### src/rtl/axi_llc_arcane_dma_ctl.sv
// LLC isolation lock plus a multi-channel DMA descriptor engine.
// The eCPU programs channels over a simple register port.
package axi_llc_arcane_dma_ctl_pkg;

    typedef struct packed {
        logic [31:0] addr;
        logic        write;
        logic [31:0] wdata;
        logic        valid;
    } reg_req_t;

    typedef struct packed {
        logic [31:0] rdata;
        logic        error;
        logic        ready;
    } reg_rsp_t;

endpackage

module axi_llc_arcane_dma_ctl #(
    parameter int unsigned NumChannels   = 2,
    parameter int unsigned AddrWidth     = 32,
    parameter int unsigned BeatBytes     = 8,
    parameter int unsigned MaxBurstBeats = 16,
    parameter type reg_req_t = axi_llc_arcane_dma_ctl_pkg::reg_req_t,
    parameter type reg_rsp_t = axi_llc_arcane_dma_ctl_pkg::reg_rsp_t,
    localparam int unsigned ChanWidth =
        (NumChannels > 1) ? $clog2(NumChannels) : 1
) (
    input  logic                 clk_i,
    input  logic                 rst_ni,
    input  reg_req_t             reg_req_i,
    output reg_rsp_t             reg_rsp_o,
    input  logic                 ecpu_lock_req_i,
    input  logic                 ecpu_lock_i,
    output logic                 lock_ready_o,
    output logic                 llc_isolate_o,
    input  logic                 llc_isolated_i,
    input  logic                 aw_unit_busy_i,
    input  logic                 ar_unit_busy_i,
    output logic [AddrWidth-1:0] r_desc_addr_o,
    output logic [7:0]           r_desc_len_o,
    output logic [ChanWidth-1:0] r_desc_chan_o,
    output logic                 r_desc_valid_o,
    input  logic                 r_desc_ready_i,
    output logic [AddrWidth-1:0] w_desc_addr_o,
    output logic [7:0]           w_desc_len_o,
    output logic [ChanWidth-1:0] w_desc_chan_o,
    output logic                 w_desc_valid_o,
    input  logic                 w_desc_ready_i,
    input  logic                 b_done_i,
    input  logic [ChanWidth-1:0] b_chan_i
);

    localparam int unsigned Off       = $clog2(BeatBytes);
    localparam logic [31:0] MapBytes  = 32'(NumChannels * 16);
    localparam logic [31:0] MaxBeats  = 32'(MaxBurstBeats);

    typedef enum logic [1:0] {IDLE, ISOLATE, LOCKED, UNLOCK} state_t;

    state_t state;
    logic   isolate;
    logic   granted;

    logic [AddrWidth-1:0] src     [NumChannels];
    logic [AddrWidth-1:0] dst     [NumChannels];
    logic [31:0]          len     [NumChannels];
    logic [31:0]          rd_left [NumChannels];
    logic [31:0]          wr_left [NumChannels];
    logic [31:0]          credit  [NumChannels];
    logic [31:0]          outst   [NumChannels];
    logic [NumChannels-1:0] busy;
    logic [NumChannels-1:0] done;
    logic [NumChannels-1:0] err;

    logic                 r_valid;
    logic [AddrWidth-1:0] r_addr;
    logic [7:0]           r_len;
    logic [ChanWidth-1:0] r_chan;
    logic [ChanWidth-1:0] r_ptr;
    logic                 w_valid;
    logic [AddrWidth-1:0] w_addr;
    logic [7:0]           w_len;
    logic [ChanWidth-1:0] w_chan;
    logic [ChanWidth-1:0] w_ptr;

    logic                   issue_en;
    logic [NumChannels-1:0] r_elig;
    logic [NumChannels-1:0] w_elig;
    logic [NumChannels-1:0] r_acc;
    logic [NumChannels-1:0] w_acc;
    logic [NumChannels-1:0] b_hit;
    logic [ChanWidth:0]     r_sel;
    logic [ChanWidth:0]     w_sel;
    logic [31:0]            r_beats;
    logic [31:0]            w_beats;

    logic [ChanWidth-1:0] sel_chan;
    logic [1:0]           sel_reg;
    logic                 in_range;
    logic                 we;
    logic                 busy_err;
    logic                 start;
    logic [AddrWidth-1:0] waddr;
    logic [31:0]          wlen;
    logic [31:0]          start_beats;

    // Returns {found, index}; search starts at ptr and wraps.
    function automatic logic [ChanWidth:0] rr_pick(
        input logic [NumChannels-1:0] elig,
        input logic [ChanWidth-1:0]   ptr
    );
        logic [ChanWidth:0]   res;
        logic [ChanWidth-1:0] idx;
        res = '0;
        for (int i = int'(NumChannels) - 1; i >= 0; i--) begin
            idx = ChanWidth'((int'(ptr) + i) % int'(NumChannels));
            if (elig[idx]) res = {1'b1, idx};
        end
        return res;
    endfunction

    function automatic logic [31:0] burst_of(input logic [31:0] left);
        return (left > MaxBeats) ? MaxBeats : left;
    endfunction

    function automatic logic [AddrWidth-1:0] step_of(input logic [7:0] l);
        return AddrWidth'((32'(l) + 32'd1) << Off);
    endfunction

    function automatic logic [ChanWidth-1:0] next_of(
        input logic [ChanWidth-1:0] c
    );
        return ChanWidth'((int'(c) + 1) % int'(NumChannels));
    endfunction

    assign issue_en = (state == LOCKED) || (state == UNLOCK);

    always_comb begin
        r_elig = '0;
        w_elig = '0;
        r_acc  = '0;
        w_acc  = '0;
        b_hit  = '0;
        for (int c = 0; c < int'(NumChannels); c++) begin
            r_elig[c] = busy[c] && (rd_left[c] != 32'd0);
            w_elig[c] = busy[c] && (credit[c] != 32'd0);
            r_acc[c]  = r_valid && r_desc_ready_i
                        && (r_chan == ChanWidth'(c));
            w_acc[c]  = w_valid && w_desc_ready_i
                        && (w_chan == ChanWidth'(c));
            b_hit[c]  = b_done_i && (b_chan_i == ChanWidth'(c))
                        && busy[c] && (outst[c] != 32'd0);
        end
    end

    assign r_sel   = rr_pick(r_elig, r_ptr);
    assign w_sel   = rr_pick(w_elig, w_ptr);
    assign r_beats = burst_of(rd_left[r_sel[ChanWidth-1:0]]);
    assign w_beats = burst_of(wr_left[w_sel[ChanWidth-1:0]]);

    assign sel_chan    = reg_req_i.addr[ChanWidth+3:4];
    assign sel_reg     = reg_req_i.addr[3:2];
    assign in_range    = reg_req_i.addr < MapBytes;
    assign we          = reg_req_i.valid && in_range && reg_req_i.write;
    assign busy_err    = we && (sel_reg != 2'd3) && busy[sel_chan];
    assign start       = we && (sel_reg == 2'd3) && reg_req_i.wdata[0]
                         && !busy[sel_chan];
    assign waddr       = AddrWidth'(reg_req_i.wdata)
                         & ~AddrWidth'(BeatBytes - 1);
    assign wlen        = reg_req_i.wdata & ~32'(BeatBytes - 1);
    assign start_beats = len[sel_chan] >> Off;

    always_comb begin
        reg_rsp_o = '0;
        if (rst_ni && reg_req_i.valid) begin
            reg_rsp_o.ready = 1'b1;
            reg_rsp_o.error = !in_range || busy_err;
            if (in_range && !reg_req_i.write) begin
                unique case (sel_reg)
                    2'd0: reg_rsp_o.rdata = 32'(src[sel_chan]);
                    2'd1: reg_rsp_o.rdata = 32'(dst[sel_chan]);
                    2'd2: reg_rsp_o.rdata = len[sel_chan];
                    2'd3: reg_rsp_o.rdata = {29'd0, err[sel_chan],
                                             done[sel_chan],
                                             busy[sel_chan]};
                endcase
            end
        end
    end

    always_ff @(posedge clk_i or negedge rst_ni) begin
        if (!rst_ni) begin
            state   <= IDLE;
            isolate <= 1'b0;
            granted <= 1'b0;
            r_valid <= 1'b0;
            r_addr  <= '0;
            r_len   <= '0;
            r_chan  <= '0;
            r_ptr   <= '0;
            w_valid <= 1'b0;
            w_addr  <= '0;
            w_len   <= '0;
            w_chan  <= '0;
            w_ptr   <= '0;
            busy    <= '0;
            done    <= '0;
            err     <= '0;
            for (int c = 0; c < int'(NumChannels); c++) begin
                src[c]     <= '0;
                dst[c]     <= '0;
                len[c]     <= '0;
                rd_left[c] <= '0;
                wr_left[c] <= '0;
                credit[c]  <= '0;
                outst[c]   <= '0;
            end
        end else begin
            unique case (state)
                IDLE: begin
                    if (ecpu_lock_req_i) begin
                        state   <= ISOLATE;
                        isolate <= 1'b1;
                    end
                end
                ISOLATE: begin
                    if (!ecpu_lock_req_i) begin
                        state   <= IDLE;
                        isolate <= 1'b0;
                    end else if (llc_isolated_i && !aw_unit_busy_i
                                 && !ar_unit_busy_i) begin
                        state   <= LOCKED;
                        granted <= 1'b1;
                    end
                end
                LOCKED: begin
                    if (!ecpu_lock_i) begin
                        state   <= UNLOCK;
                        granted <= 1'b0;
                    end
                end
                UNLOCK: begin
                    if (busy == '0) begin
                        state   <= IDLE;
                        isolate <= 1'b0;
                    end
                end
            endcase

            // A presented descriptor is held until accepted, even when
            // the lock is lost; only new selections are gated.
            if (r_valid && r_desc_ready_i) begin
                r_valid <= 1'b0;
                r_ptr   <= next_of(r_chan);
            end else if (!r_valid && issue_en && r_sel[ChanWidth]) begin
                r_valid <= 1'b1;
                r_addr  <= src[r_sel[ChanWidth-1:0]];
                r_len   <= 8'(r_beats - 32'd1);
                r_chan  <= r_sel[ChanWidth-1:0];
            end

            if (w_valid && w_desc_ready_i) begin
                w_valid <= 1'b0;
                w_ptr   <= next_of(w_chan);
            end else if (!w_valid && issue_en && w_sel[ChanWidth]) begin
                w_valid <= 1'b1;
                w_addr  <= dst[w_sel[ChanWidth-1:0]];
                w_len   <= 8'(w_beats - 32'd1);
                w_chan  <= w_sel[ChanWidth-1:0];
            end

            for (int c = 0; c < int'(NumChannels); c++) begin
                if (r_acc[c]) begin
                    src[c]     <= src[c] + step_of(r_len);
                    rd_left[c] <= rd_left[c] - (32'(r_len) + 32'd1);
                end
                if (w_acc[c]) begin
                    dst[c]     <= dst[c] + step_of(w_len);
                    wr_left[c] <= wr_left[c] - (32'(w_len) + 32'd1);
                end
                credit[c] <= credit[c] + 32'(r_acc[c]) - 32'(w_acc[c]);
                outst[c]  <= outst[c] + 32'(w_acc[c]) - 32'(b_hit[c]);

                if (busy[c] && rd_left[c] == 32'd0
                    && wr_left[c] == 32'd0 && outst[c] == 32'd0) begin
                    busy[c] <= 1'b0;
                    done[c] <= 1'b1;
                end

                if (we && sel_chan == ChanWidth'(c) && !busy[c]) begin
                    unique case (sel_reg)
                        2'd0: src[c] <= waddr;
                        2'd1: dst[c] <= waddr;
                        2'd2: len[c] <= wlen;
                        2'd3: begin
                            if (start) begin
                                done[c] <= 1'b0;
                                err[c]  <= 1'b0;
                                if (state != LOCKED) begin
                                    err[c] <= 1'b1;
                                end else if (start_beats == 32'd0) begin
                                    done[c] <= 1'b1;
                                end else begin
                                    busy[c]    <= 1'b1;
                                    rd_left[c] <= start_beats;
                                    wr_left[c] <= start_beats;
                                    credit[c]  <= '0;
                                    outst[c]   <= '0;
                                end
                            end
                        end
                    endcase
                end
            end
        end
    end

    assign lock_ready_o   = granted;
    assign llc_isolate_o  = isolate;
    assign r_desc_valid_o = r_valid;
    assign r_desc_addr_o  = r_addr;
    assign r_desc_len_o   = r_len;
    assign r_desc_chan_o  = r_chan;
    assign w_desc_valid_o = w_valid;
    assign w_desc_addr_o  = w_addr;
    assign w_desc_len_o   = w_len;
    assign w_desc_chan_o  = w_chan;

endmodule

### config.mk
export PLATFORM = sky130hd
export DESIGN_NAME = axi_llc_arcane_dma_ctl
export DESIGN_NICKNAME = d
export VERILOG_FILES = /design/src/rtl/axi_llc_arcane_dma_ctl.sv
export SDC_FILE = /design/constraint.sdc
export NUM_CORES = 2
export LEC_CHECK = 0
export ABC_CLOCK_PERIOD_IN_PS = 5500
export CAP_MARGIN = 20
export CORE_MARGIN = 5
export CORE_UTILIZATION = 35
export CTS_CLUSTER_SIZE = 12
export DETAILED_ROUTE_END_ITERATION = 10
export HOLD_SLACK_MARGIN = 0.1
export PLACE_DENSITY = 0.54
export SYNTH_ARGS = -nofsm -noshare
export SYNTH_HDL_FRONTEND = slang
export SYNTH_SLANG_ARGS = --single-unit
### constraint.sdc
create_clock -name clk_i -period 5.5 [get_ports clk_i]
set_input_delay 1.1 -clock clk_i [delete_from_list [all_inputs] [get_ports clk_i]]
set_output_delay 1.1 -clock clk_i [all_outputs]
set_load 0.05 [all_outputs]
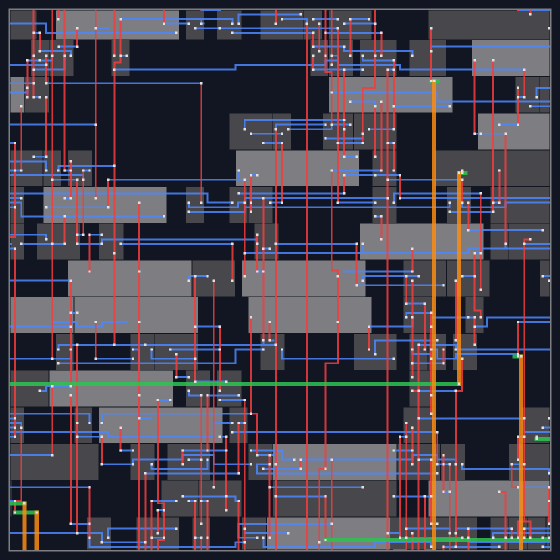
**Above:** close-up of the layout.
Region (142, 207) to (182, 247) um. Cells in gray, sequential cells in the stronger gray; small squares are vias.
Key: green = M3; red = M2; orange = M4; blue = M1
Most frequent: a21oi_1 (19), dfrtp_1 (17). 92 logic cells have their middle in the window. Netlist names of flops here include `wr_left` (10), `rd_left` (7). Sequential cells in the window: 17.

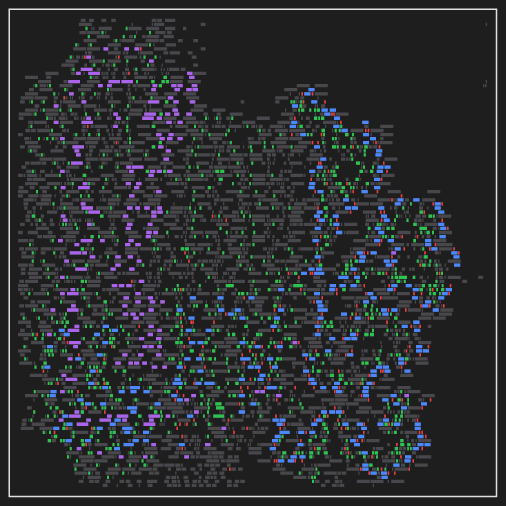
**Above:** selected gate families.
(1.5 px per um)
Key: red = inv cells [cells 257]; purple = mux cells [cells 191, where a vertical strip on the left]; blue = fa/ha/maj cells [cells 276]; green = aoi and oai cells [cells 789, where all over the die]
Post-Layout Cell Count: 5378
Comb area share: 0.490
most numerous logic cell after layout: nor2_1

==> reports/results.txt <==
CP startpoint = outst[24]
Most frequent CP cell = ha_1
Die Y = 324 um
Vias per cell = 5.22
Status = complete, no violations
Cell variety after synth = 81
IO Pins = 197
Post-CTS sizing = 0
FP Rows = 115
Core Area = 0.0980 mm^2
Drt total wl = 101000 um
Initial antenna violation count = 1
CTS clk-pin slew, worst paths = 0.06 ns
H-tree levels = 3
# setup viols final = 0
Crit end category = register
Routability-driven placement congestion ratio = 0.880
Mean Syn Cell Area = 8.94 um^2
First-pass GRT wire length = 161000 um
Post-CTS Setup Bufs = 0
Comb power frac = 0.520
Cycle use final = 0.894
Top cells by area = dfrtp_1, ha_1, a21oi_1, nor2_1, xnor2_1
Hold Path Class = in2async
Share of cells above drive strength 1 = 0.0910
CP Class = reg2reg
Clk buf depth = 3
Root buffer cell = clkbuf_16
Slew @ Worst Pin = 1.06 ns
Register Area = 0.0130 mm^2
R2r startpoint = outst[24]
Fill cells = 9725
Max_cap viols = 0
Area growth syn-to-layout = 18.1%
YS warnings = 0
Clock sink count = 520
Cells after Synth = 3855
Yosys Chip Area = 0.0345 mm^2
Synth Seq Share = 0.378
HPWL Detailed = 75100 um
Leading area contributor after synthesis = dfrtp_1
Min Tclk post-route = 4.92 ns
Commonest flop = dfrtp_1
Biggest cell delay along the critical path = 0.57 ns
Vias in the first global route = 28292
Final worst slack = 0.581 ns
Critical path arrival = 5.48 ns
Dpl ws = 0.160 ns
RSZ-0062 raised after global routing = no
Internal Pwr Total = 12.4 mW
P per Cell Area = 516 mW/mm^2
Critical path launch point type = register
Post-CTS Hold Buffers = 0
Pin count of the biggest net entering global routing = 90
Via count = 28058
Post-synth top cells = nor2_1, dfrtp_1, a21oi_1
Final Slew Violations = 0
VDD IR-drop max = 0.000271 V
Nets = 4395
Comb gate area = 0.0200 mm^2
CTS tree = done
Chip area = 0.105 mm^2
Ys async rst share = 1.00
Largest type area fraction = 0.378
F_max = 0.203 GHz
==> placed cells by master, fill, tap and decap left out, types with 82 or more instances in the layout <==
master and count:
dfrtp_1 520, nand2_1 229, xnor2_1 205, nor3_1 99, clkdlybuf4s50_1 150, ha_1 264
inv_1 257, xor2_1 127, a21oi_1 432, o21ai_0 136, mux2_2 82, nor2_1 533
==> cell families (layout without fill, tap and decap cells) <==
kind of cell,after synthesis,after routing,synth area share
flops,520,520,0.378
simple gates,1278,1278,0.175
buf+inv,402,632,0.0454
fa+ha+maj,276,276,0.103
other cells,1,7,0.000109
mux,191,191,0.0690
compound gates,855,855,0.146
xor+xnor,332,332,0.0844
==> layout make-up <==
class                   count  share of cell area
flip-flops and latches    520               0.320
multi-input cells        2938               0.490
inverters                 257              0.0237
well taps                1287              0.0396
clock buffers              91              0.0468
diodes                      1           0.0000615
clock inverters            26              0.0123
repair buffers            258              0.0674
==> worst paths after layout <==
check | to | slack (ns) | cells after the start
min in group clk_i | w_desc_addr_o[7] | 0.48 | 2
max | outst[31] | 0.58 | 19
min | credit[5] | 0.39 | 1
min reg2reg | w_desc_addr_o[7] | 0.48 | 2
max reg2reg | outst[31] | 0.58 | 19
max in group asynchronous | src[12] | 3.05 | 3
==> worst max-delay path: cells and delay by family, from the launching register on <==
| family | cells | cell delay, ns |
|---|---|---|
| adders and majority gates | 3 | 0.66 |
| and+or+nand+nor | 4 | 1.13 |
| DFF | 1 | 0.38 |
| AOI/OAI and AO/OA | 9 | 2.32 |
| buffers and inverters | 2 | 0.12 |
| muxes | 1 | 0.20 |
==> registers in the layout (all words and copies together) (netlist names), 2 cells and up <==
signal	cells
r_desc_addr_o	29
busy	2
w_desc_len_o	8
credit	64
r_desc_len_o	8
state	2
wr_left	64
err	2
src	58
w_desc_addr_o	29
rd_left	64
len	58
outst	64
done	2
dst	58
==> routing by layer <==
layer,share of wire,GRT usage,up-vias
li1,-,-,13762
met3,0.043,0.0280,127
met5,0,0,-
met2,0.48,0.329,513
met1,0.46,0.261,13656
met4,0.019,0.0445,0
==> stage by stage <==
stage | util | instances | power [mW] | hold WS (ns) | area, um^2
final | 0.415 | 5378 | 21.0 | 0.387 | 40700
after floorplan | - | 3860 | 13.9 | 0.444 | 34500
after global routing | 0.415 | 5377 | 22.9 | 0.404 | 40700
after detailed placement | 0.391 | 5260 | 16.2 | 0.467 | 38300
after CTS | 0.415 | 5377 | 21.2 | 0.368 | 40700
after global placement | 0.391 | 5260 | 16.1 | 0.461 | 38300
==> power groups by stage <==
stage                     clock (mW)  sequential [mW]  combinational, mW
after floorplan                    0             5.33               8.55
after global placement             0             5.35               10.8
after detailed placement           0             5.35               10.9
after CTS                       4.93             5.30               11.0
after global routing            5.07             5.39               12.5
final                           4.79             5.29               10.9
Power and IR drop assume default switching activity.
